===== config.mk =====
export PLATFORM = sky130hd
export DESIGN_NAME = vec_packer
export DESIGN_NICKNAME = d
export VERILOG_FILES = /design/src/rtl/vec_packer.sv
export SDC_FILE = /design/constraint.sdc
export NUM_CORES = 1
export LEC_CHECK = 0
export CELL_PAD_IN_SITES_DETAIL_PLACEMENT = 1
export CELL_PAD_IN_SITES_GLOBAL_PLACEMENT = 2
export CORE_MARGIN = 3
export CORE_UTILIZATION = 37
export CTS_CLUSTER_DIAMETER = 120
export CTS_CLUSTER_SIZE = 25
export DETAILED_ROUTE_END_ITERATION = 12
export DONT_BUFFER_PORTS = 1
export GPL_TIMING_DRIVEN = 0
export PLACE_DENSITY_LB_ADDON = 0.1
export SKIP_CTS_REPAIR_TIMING = 1
export SYNTH_ARGS = -nofsm -noshare
export SYNTH_HDL_FRONTEND = slang
export SYNTH_SLANG_ARGS = --single-unit
export TNS_END_PERCENT = 10

===== constraint.sdc =====
create_clock -name clk -period 1.8 [get_ports clk]
set_input_delay 0.18 -clock clk [delete_from_list [all_inputs] [get_ports clk]]
set_output_delay 0.18 -clock clk [all_outputs]
set_load 0.01 [all_outputs]

===== src/rtl/vec_packer.sv =====
// Gearbox that packs RATIO narrow slices into one wide word, with an in_last
// flush for partial words and a single-entry output register.
module vec_packer #(
  parameter int IN_W      = 4,
  parameter int RATIO     = 2,
  parameter int MSB_FIRST = 1
) (
  input  logic                         clk,
  input  logic                         rst,
  input  logic                         in_valid,
  output logic                         in_ready,
  input  logic [IN_W-1:0]              in_data,
  input  logic                         in_last,
  output logic                         out_valid,
  input  logic                         out_ready,
  output logic [IN_W*RATIO-1:0]        out_data,
  output logic [$clog2(RATIO+1)-1:0]   out_count
);
  localparam int OW = IN_W * RATIO;
  localparam int CW = $clog2(RATIO + 1);
  localparam logic [CW-1:0] CNT_LAST = CW'(RATIO - 1);

  logic [CW-1:0] cnt_q, cnt_d;
  logic [OW-1:0] acc_q, acc_d;
  logic [OW-1:0] out_data_q, out_data_d;
  logic [CW-1:0] out_count_q, out_count_d;
  logic          out_valid_q, out_valid_d;
  logic [OW-1:0] acc_ins;
  logic          accept, complete;

  // Accumulator with the incoming slice dropped into the slot selected by cnt.
  for (genvar p = 0; p < RATIO; p++) begin : g_slot
    localparam int K = (MSB_FIRST != 0) ? (RATIO - 1 - p) : p;
    assign acc_ins[p*IN_W +: IN_W] = (cnt_q == CW'(K)) ? in_data : acc_q[p*IN_W +: IN_W];
  end

  assign in_ready = !out_valid_q || out_ready;
  assign accept   = in_valid && in_ready;
  assign complete = accept && (in_last || (cnt_q == CNT_LAST));

  always_comb begin
    cnt_d       = cnt_q;
    acc_d       = acc_q;
    out_data_d  = out_data_q;
    out_count_d = out_count_q;
    out_valid_d = out_valid_q;
    if (out_valid_q && out_ready) out_valid_d = 1'b0;
    if (complete) begin
      // A completion in the same cycle as a consume reloads without a bubble.
      out_data_d  = acc_ins;
      out_count_d = cnt_q + CW'(1);
      out_valid_d = 1'b1;
      cnt_d       = '0;
      acc_d       = '0;
    end else if (accept) begin
      acc_d = acc_ins;
      cnt_d = cnt_q + CW'(1);
    end
  end

  always_ff @(posedge clk) begin
    if (rst) begin
      cnt_q       <= '0;
      acc_q       <= '0;
      out_data_q  <= '0;
      out_count_q <= '0;
      out_valid_q <= 1'b0;
    end else begin
      cnt_q       <= cnt_d;
      acc_q       <= acc_d;
      out_data_q  <= out_data_d;
      out_count_q <= out_count_d;
      out_valid_q <= out_valid_d;
    end
  end

  assign out_valid = out_valid_q;
  assign out_data  = out_data_q;
  assign out_count = out_count_q;
endmodule


==> summary.txt <==
Met1 wire length - 922 um
P_int - 624 uW
Drt pass-1 iters - 2
Slew margin rel. - 65.9%
Max-cap violations - 0
Top-count cell post-synth - dfxtp_1
Global-route wire length before repair - 3320 um
Sw frac - 27.6%
Max-area cell share - 45.1%
Finished Core Util - 44.2%
Worst-Margin Slew - 0.512 ns
Fin. Hold Viols - 0
Clk pin slew, worst setup/hold paths - 0.12 ns
Top Layer Used - met4
Die Ht - 56.2 um
Fin area - 1020 sq um
Final setup fails - 0
Type of the most critical hold path - in -> reg
Post-synth top area cell - dfxtp_1
Layout Area Growth over Synthesis - 8.99%
Synth Cell Area - 932 sq um
Outcome - finished clean
Combinational share of power - 14.4%
Critical Path End Type - register
DRT iter0 DRCs - 5
CP Class - reg -> reg
Ports - 21
Crit path DRT - 2.06 ns
Non-filler cells, final - 118
Buf/Inv on CP - 3
Yosys cell count - 85
Family with the most delay on the worst path - buffers and inverters
Ys flops - 21
Initial core utilization - 40.6%
CP arrival - 1.88 ns
Fraction of synthesis flops using an asynchronous set or reset pin - 0%
Synthesized area per cell - 11.0 sq um
GPL Wtd Cong - 0.704
Dpl cells - 113
Crit path max fanout - 10
Chip area - 3160 sq um
Leakage - 0.374 nW
Critical-path cell list - inv_1 > ha_1 > buf_2 > or2_4 > a31oi_4 > buf_6 > and2_1
Via count of the first global-routing pass - 677
Metal3 WL - 112 um
GR Overflow Total - 0
DRC - 0
Main synth FF type - dfxtp_1
Dpl ws - 0.0851 ns
Clk latency late pin - 0.30 ns
Clk root buf - clkbuf_4
Power per cell area - 848 nW/um^2
Number of buffers created by CTS - 3
Worst path max stage delay - 0.34 ns
Post-layout period usage - 90.4%
Gate Count Post-Synth - 85
CTS tree - built
Vias per inst - 5.37
Yosys Warn Count - 0
Peak VDD IR - 0.404 mV
EDFF count, synth - 0
Distinct cells, synth - 23
Routed Antenna Nets - 0
Placement Cell Area - 967 sq um
IO Port Bufs - 0
Share of power burned in registers - 58.3%
Largest net degree at the start of global routing - 12
Setup crit start kind - register
Sequential element share of the synthesized area - 45.1%
Net Switching - 238 uW
cells by family (layout without fill, tap and decap cells):
family / after synthesis / in the layout / share of synthesized area (%)
fa+ha+maj: 2 / 2 / 2.68
flops: 21 / 21 / 45.1
mux: 8 / 8 / 8.59
compound gates: 26 / 26 / 25.1
buf+inv: 11 / 16 / 6.58
simple gates: 17 / 17 / 11.9
power groups by stage:
stage                     sequential, mW  clock, mW  combinational, mW
final                              0.503      0.235              0.124
after global routing               0.505      0.260              0.139
after CTS                          0.503      0.245              0.120
after detailed placement           0.514          0              0.120
after global placement             0.513          0              0.118
after floorplan                    0.510          0             0.0971
cell usage in the layout (no fill, tap or decap), types with 2 or more instances in the layout:
cell type,instances
o2bb2ai_2,9
inv_2,2
clkbuf_4,3
nor2_1,2
clkbuf_1,3
o21ai_0,6
a21oi_1,8
nand3_1,2
inv_1,3
buf_6,3
nand4_1,5
and2_1,4
dfxtp_1,21
mux2i_1,8
ha_1,2
final timing paths:
check,cells past startpoint,slack [ns],from,to
worst max-delay path,7,0.17,cnt_q[1]$_SDFFE_PP0P_,acc_q[3]$_SDFFE_PP0P_
worst min-delay path,2,0.02,in_data[0],acc_q[4]$_SDFFE_PP0P_
worst max register to register,7,0.17,cnt_q[1]$_SDFFE_PP0P_,acc_q[3]$_SDFFE_PP0P_
worst min register to register,1,0.47,acc_q[3]$_SDFFE_PP0P_,acc_q[3]$_SDFFE_PP0P_
final cells by class:
cell class	instances	area, sq um
tap	28	35.0
multi-input combinational	53	459
timing repair buffer	1	10.0
fill	272	1280
inverter	5	18.8
clock buffer	4	26.3
buffer	6	46.3
sequential	21	420
flip-flops by register name, indices dropped and copies added (netlist names):
register / flops
cnt_q: 2
acc_q: 8
out_data: 8
out_valid: 1
out_count: 2
Figure 1. Routing congestion map.
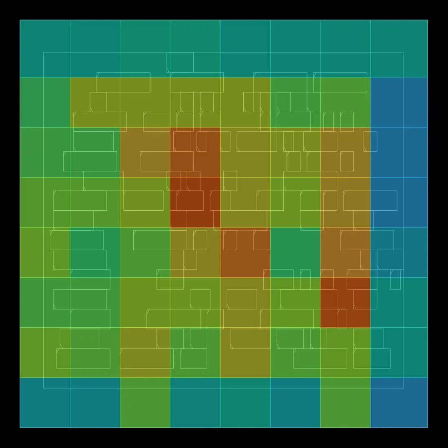
gr busiest metal: met2
met1 Track Usage GR: 17.3%
Total GRT Usage: 13.6%
met3 usage: 3.02%
WL/cell: 17.2 um

Figure 2. The metal 2 layer.
The bar under the picture is 20 um long. Cells faint in the background.
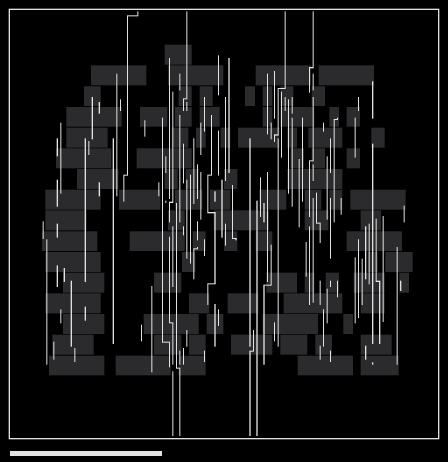
wire length on this layer: 980 um
main direction: vertical
nets with wire on the layer: 85
longest straight run: 30.8 um
share of all routed wire: 48%
Via Count: 634
grt met2 use: 21.7%
WL final: 2030 um

Power and IR drop assume default switching activity.
